<file path="config.mk">
export PLATFORM = sky130hd
export DESIGN_NAME = uart_tx_flat
export DESIGN_NICKNAME = d
export VERILOG_FILES = /design/src/rtl/uart_tx_pkg.sv /design/src/rtl/uart_tx_if.sv /design/src/rtl/uart_baud_cnt.sv /design/src/rtl/uart_tx.sv /design/src/flat_wrapper.sv
export SDC_FILE = /design/constraint.sdc
export NUM_CORES = 1
export LEC_CHECK = 0
export ABC_AREA = 1
export CAP_MARGIN = 10
export CORE_ASPECT_RATIO = 0.7
export CORE_MARGIN = 3
export CORE_UTILIZATION = 40
export DETAILED_ROUTE_END_ITERATION = 10
export HOLD_SLACK_MARGIN = 0.12
export PLACE_DENSITY = 0.73
export RECOVER_POWER = 25
export SYNTH_ARGS = -nofsm -noshare
export SYNTH_HDL_FRONTEND = slang
export SYNTH_SLANG_ARGS = --single-unit
</file>
<file path="constraint.sdc">
create_clock -name clk -period 1.5 [get_ports clk]
set_clock_uncertainty 0.1 [all_clocks]
set_input_delay 0.375 -clock clk [delete_from_list [all_inputs] [get_ports clk]]
set_output_delay 0.375 -clock clk [all_outputs]
set_load 0.05 [all_outputs]
</file>
<file path="src/rtl/uart_tx_pkg.sv">
`default_nettype none
`timescale 1ns/1ps
// ============================================================================
// Module      : uart_tx_pkg
// Description : Shared definitions for the UART transmit path: FSM state
//               encodings, data width and the bit-period helper that the
//               RX side also reuses.
// Revision    : 1.0 - initial release
// ============================================================================
package uart_tx_pkg;

    localparam int c_DATA_BITS = 8;

    typedef enum logic [2:0] {
        ST_IDLE   = 3'd0,
        ST_START  = 3'd1,
        ST_DATA   = 3'd2,
        ST_PARITY = 3'd3,
        ST_STOP   = 3'd4
    } uart_state_e;

    // Clock cycles per line bit, rounded to the nearest integer.
    function automatic int cycles_per_bit(input int clk_freq, input int baud_rate);
        return (clk_freq + baud_rate / 2) / baud_rate;
    endfunction

    // Counter width able to hold 0..cpb-1; never narrower than one bit.
    function automatic int cnt_width(input int cpb);
        return (cpb > 1) ? $clog2(cpb) : 1;
    endfunction

endpackage

`default_nettype wire

</file>
<file path="src/rtl/uart_tx_if.sv">
`default_nettype none
`timescale 1ns/1ps
// ============================================================================
// Module      : uart_tx_if
// Description : Valid/ready byte interface between the producer (core MMIO /
//               UART controller) and the UART transmitter.
//   data_in        byte to transmit          (master -> slave)
//   data_in_valid  producer has a byte       (master -> slave)
//   data_in_ready  transmitter takes it now  (slave  -> master)
// Revision    : 1.0 - initial release
// ============================================================================
interface uart_tx_if;
    import uart_tx_pkg::*;

    logic [c_DATA_BITS-1:0] data_in;
    logic                   data_in_valid;
    logic                   data_in_ready;

    modport master (
        output data_in,
        output data_in_valid,
        input  data_in_ready
    );

    modport slave (
        input  data_in,
        input  data_in_valid,
        output data_in_ready
    );

endinterface

`default_nettype wire

</file>
<file path="src/rtl/uart_baud_cnt.sv">
`default_nettype none
`timescale 1ns/1ps
// ============================================================================
// Module      : uart_baud_cnt
// Description : Bit-period counter. Counts 0..CYCLES_PER_BIT-1 and pulses
//               bit_done on the last count, then wraps to zero. restart
//               holds the count at zero.
//   clk       in  system clock
//   rst       in  asynchronous active-high reset
//   restart   in  hold/clear the counter
//   bit_done  out high during the final cycle of a bit period
// Revision    : 1.0 - initial release
// ============================================================================
module uart_baud_cnt
    import uart_tx_pkg::*;
#(
    parameter int CYCLES_PER_BIT = 868
) (
    input  logic clk,
    input  logic rst,
    input  logic restart,
    output logic bit_done
);

    localparam int                 c_CNT_W = cnt_width(CYCLES_PER_BIT);
    localparam logic [c_CNT_W-1:0] c_LAST  = c_CNT_W'(CYCLES_PER_BIT - 1);

    logic [c_CNT_W-1:0] r_cnt;
    logic               w_bit_done;

    assign w_bit_done = (r_cnt == c_LAST);
    assign bit_done   = w_bit_done;

    always_ff @(posedge clk or posedge rst) begin
        if (rst) begin
            r_cnt <= '0;
        end else if (restart || w_bit_done) begin
            r_cnt <= '0;
        end else begin
            r_cnt <= r_cnt + c_CNT_W'(1);
        end
    end

endmodule

`default_nettype wire

</file>
<file path="src/rtl/uart_tx.sv">
`default_nettype none
`timescale 1ns/1ps
// ============================================================================
// Module      : uart_tx
// Description : UART transmitter, one byte per frame, LSB first. 8N1 by
//               default; defining UART_TX_PARITY_EN inserts an even-parity
//               bit after data bit 7 (8E1). The line output is registered.
//   clk         in   system clock
//   rst         in   asynchronous active-high reset
//   in_if       slave valid/ready byte interface (uart_tx_if)
//   serial_out  out  UART TX line, idle high
// Parameters  : CLK_FREQ (Hz), BAUD_RATE (bit/s)
// Macro       : UART_TX_PARITY_EN - enables the PARITY state
// Revision    : 1.0 - initial release
// ============================================================================
module uart_tx
    import uart_tx_pkg::*;
#(
    parameter int CLK_FREQ  = 100_000_000,
    parameter int BAUD_RATE = 115200
) (
    input  logic      clk,
    input  logic      rst,
    uart_tx_if.slave  in_if,
    output logic      serial_out
);

    localparam int c_CYCLES_PER_BIT = cycles_per_bit(CLK_FREQ, BAUD_RATE);
    localparam int c_IDX_W          = $clog2(c_DATA_BITS);

    uart_state_e              r_state;
    uart_state_e              w_state_next;
    logic [c_DATA_BITS-1:0]   r_shreg;
    logic [c_IDX_W-1:0]       r_bit_idx;
    logic                     r_ready;
    logic                     r_serial;
    logic                     w_serial_next;
    logic                     w_accept;
    logic                     w_bit_done;
    logic                     w_restart;
    logic                     w_last_bit;
`ifdef UART_TX_PARITY_EN
    logic                     r_parity;
`endif

    assign w_accept   = in_if.data_in_valid && r_ready;
    assign w_last_bit = (r_bit_idx == c_IDX_W'(c_DATA_BITS - 1));
    // Holding the counter clear while idle means every state entry starts at
    // count zero; all other state changes coincide with bit_done, which also
    // clears the counter.
    assign w_restart  = (r_state == ST_IDLE);

    assign in_if.data_in_ready = r_ready;
    assign serial_out          = r_serial;

    uart_baud_cnt #(
        .CYCLES_PER_BIT (c_CYCLES_PER_BIT)
    ) u_baud_cnt (
        .clk      (clk),
        .rst      (rst),
        .restart  (w_restart),
        .bit_done (w_bit_done)
    );

    // ---------------------------------------------------------------- FSM
    always_ff @(posedge clk or posedge rst) begin
        if (rst) begin
            r_state <= ST_IDLE;
        end else begin
            r_state <= w_state_next;
        end
    end

    always_comb begin
        w_state_next  = r_state;
        w_serial_next = 1'b1;

        case (r_state)
            ST_IDLE: begin
                if (w_accept) begin
                    w_state_next = ST_START;
                end
            end
            ST_START: begin
                w_serial_next = 1'b0;
                if (w_bit_done) begin
                    w_state_next = ST_DATA;
                end
            end
            ST_DATA: begin
                w_serial_next = r_shreg[0];
                if (w_bit_done && w_last_bit) begin
`ifdef UART_TX_PARITY_EN
                    w_state_next = ST_PARITY;
`else
                    w_state_next = ST_STOP;
`endif
                end
            end
`ifdef UART_TX_PARITY_EN
            ST_PARITY: begin
                w_serial_next = r_parity;
                if (w_bit_done) begin
                    w_state_next = ST_STOP;
                end
            end
`endif
            ST_STOP: begin
                if (w_bit_done) begin
                    w_state_next = ST_IDLE;
                end
            end
            default: begin
                w_state_next = ST_IDLE;
            end
        endcase
    end

    // ------------------------------------------------------- output regs
    // The line is driven from the current state, so the start bit appears
    // one edge after the accept edge and every bit is delayed uniformly.
    // ready tracks the next state so it is high exactly while in IDLE, but
    // stays low through the reset period.
    always_ff @(posedge clk or posedge rst) begin
        if (rst) begin
            r_serial <= 1'b1;
            r_ready  <= 1'b0;
        end else begin
            r_serial <= w_serial_next;
            r_ready  <= (w_state_next == ST_IDLE);
        end
    end

    // --------------------------------------------------------- datapath
    always_ff @(posedge clk or posedge rst) begin
        if (rst) begin
            r_shreg <= '0;
        end else if (w_accept) begin
            r_shreg <= in_if.data_in;
        end else if ((r_state == ST_DATA) && w_bit_done) begin
            r_shreg <= {1'b0, r_shreg[c_DATA_BITS-1:1]};
        end
    end

`ifdef UART_TX_PARITY_EN
    always_ff @(posedge clk or posedge rst) begin
        if (rst) begin
            r_parity <= 1'b0;
        end else if (w_accept) begin
            r_parity <= ^in_if.data_in;
        end
    end
`endif

    // Held at zero outside DATA so it restarts on every DATA entry.
    always_ff @(posedge clk or posedge rst) begin
        if (rst) begin
            r_bit_idx <= '0;
        end else if (r_state != ST_DATA) begin
            r_bit_idx <= '0;
        end else if (w_bit_done) begin
            r_bit_idx <= r_bit_idx + c_IDX_W'(1);
        end
    end

endmodule

`default_nettype wire
</file>
<file path="src/flat_wrapper.sv">
// flat-port wrapper written by rule: the top's interface ports become plain ports
module uart_tx_flat import uart_tx_pkg::*;
#(
    parameter int CLK_FREQ  = 100_000_000,
    parameter int BAUD_RATE = 115200
)
  (clk, rst, serial_out, in_if_data_in, in_if_data_in_valid, in_if_data_in_ready);
  uart_tx_if in_if_i ();
  input  logic clk;
  input  logic rst;
  output logic serial_out;
  input wire logic [$bits(in_if_i.data_in)-1:0] in_if_data_in;
  input wire logic [$bits(in_if_i.data_in_valid)-1:0] in_if_data_in_valid;
  output wire logic [$bits(in_if_i.data_in_ready)-1:0] in_if_data_in_ready;
  assign in_if_i.data_in = in_if_data_in;
  assign in_if_i.data_in_valid = in_if_data_in_valid;
  assign in_if_data_in_ready = in_if_i.data_in_ready;
  uart_tx #(.CLK_FREQ(CLK_FREQ), .BAUD_RATE(BAUD_RATE)) u_core (.clk(clk), .rst(rst), .in_if(in_if_i), .serial_out(serial_out));
endmodule
</file>
### Placed cells, one colour a class

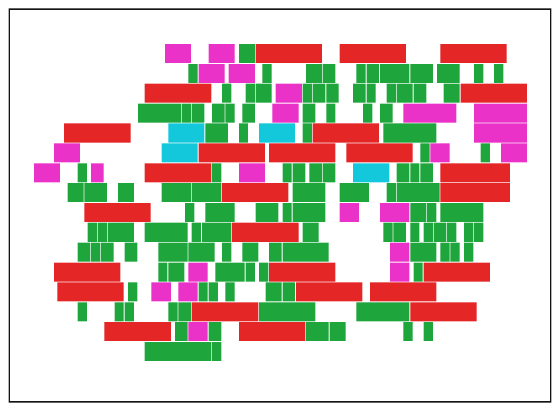
[red] registers | cells: 26 | share of their area: 38%
[magenta] remaining buffers and delay cells | cells: 23 | share of their area: 14%
[green] remaining logic cells | cells: 122 | share of their area: 45%
[cyan] clock drivers and dummy loads | cells: 4 | share of their area: 3.2%

### Routed metal, one colour a layer

Bar = 20 microns.
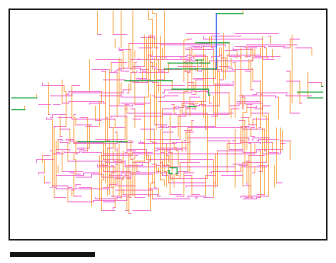
[blue] M4 | wire length: 12.9 microns
[orange] M2 | wire length: 1440 microns
[green] M3 | wire length: 95.2 microns
[magenta] M1 | wire length: 1360 microns

==> flow_summary.toml <==
# synthesis and place-and-route metrics
[power_and_ir_drop]
p_leak_nw = 0.7740
clock_power_share_pct = 20.3
ir_drop_v = 0.0007663
switching_share_pct = 35.51
p_int_mw = 1.486
p_comb_share_pct = 37.1
p_total_mw = 2.305
powerComb_uw = 854

[clocking]
clockBufferDepth = 2
cts.reportedPaths.clkPinSlew_ns = 0.09
cts.sinks = 26
hold_buffers = 0
root_buffer = "clkbuf_8"

[placement]
place.port_buffers = 12
place_hpwl_mm = 1.831
place_area_sq_um = 1525

[synth]
ys_ff = 26
ys_warn_count = 0
top_cells_by_count = "nand2_1 (30), dfrtp_1 (25), inv_1 (19)"
most_common_cell = "nand2_1"
yosys_area_sq_um = 1292
aoi_share_pct = 9.390
top_cells_by_area = "dfrtp_1 (48%), nand2_1 (8.7%), o21ai_0 (5.8%)"
syn-cell-area_sq_um = 1292
edf_count = 0
async_flop_share_pct = 100.0
synth-main-ff-cell = "dfrtp_1"

[detailed_routing]
routed_via_density = 5.171
dr.pass1.iters = 4
wirelength_mm = 2.911
drtIter0Drc = 49
ant_nets = 0
drt-wirelength-per-cell_microns = 13.80
dr_total_vias = 1091

[sta]
whs_ns = 0.3980
min_period_over_period_pct = 100.5
worst_slew_pin_slew_ns = 0.6598
layout_setup_ws_ns = -0.007336
setup_viol = 2
period_needed_ns = 1.507
slew_viol_final = 0

[outcome]
status = "finished, violations left"
violations = "negative setup slack"

[hold_path]
hold_class = "reg2reg"

[layout]
synthToLayoutAreaGrowth_pct = 37.27
antennaDiodeCount = 0
post-route-util_pct = 60.29
largest-register = "u_core.u_baud_cnt.r_cnt"
fin_nets = 190

[setup_path]
cp-start-kind = "register"
arrival_ns = 1.61
worstSetupEndpointType = "register"

[floorplanning]
dieArea_sq_um = 3960
fp.dieW_microns = 73.94
pin_count = 13

[grt]
grt_max_degree = 27
grt_pass1_vias = 957
antenna_found_initial = 0
grt_usage_pct = 14.37

[flow_run]
cap_viol_max_count = 0
-- worst paths after layout --
kind	from	cells after the start	endpoint	slack, ns
worst max-delay path	u_core.u_baud_cnt.r_cnt[1]	7	u_core.r_shreg[3]	-0.007
worst min-delay path	u_core.r_shreg[0]	2	u_core.serial_out	0.40
worst max register to register	u_core.u_baud_cnt.r_cnt[1]	7	u_core.r_shreg[3]	-0.007
worst min register to register	u_core.r_shreg[0]	2	u_core.serial_out	0.40
max in group asynchronous	rst	3	u_core.in_if.data_in_ready	0.24
min in group asynchronous	rst	3	u_core.u_baud_cnt.r_cnt[7]	0.60
-- critical path: stages (launching register included) --
cell	delay, ns
dfrtp_1	0.40
ha_4	0.17
nand2_4	0.05
nor2_4	0.18
nand4_4	0.22
nand2_8	0.18
nand2_4	0.05
o21ai_1	0.08
-- cell type report --
type,instances,area [sq um],area share [%]
Tap cell,36,45.04,2.539
Clock buffer,4,55.05,3.103
Sequential cell,26,653.1,36.81
Multi-Input combinational cell,103,713.2,40.20
Timing Repair Buffer,23,236.5,13.33
Inverter,19,71.32,4.020
-- metal layers --
layer | vias up | track usage [%] | share of wire [%]
li1 | 527 | - | -
met1 | 537 | 21.10 | 47
met2 | 25 | 21.91 | 50
met3 | 2 | 3.358 | 3.3
met4 | 0 | 2.410 | 0.41
met5 | - | 0 | 0
-- placed cells by master (no fill, tap or decap), types with 2 or more instances in the layout --
master	n
a21oi_1	2
nand2_4	4
nand3_1	7
nor3_2	2
buf_4	8
ha_1	2
inv_1	19
clkbuf_8	4
dfrtp_1	24
o21ai_1	5
buf_12	3
xor2_2	2
clkdlybuf4s50_1	9
nand2_8	2
nand2_2	6
nor3_1	2
nor2_2	5
nor2_4	4
o21ai_0	10
nand2_1	25
nor2_1	11
o21ai_2	4
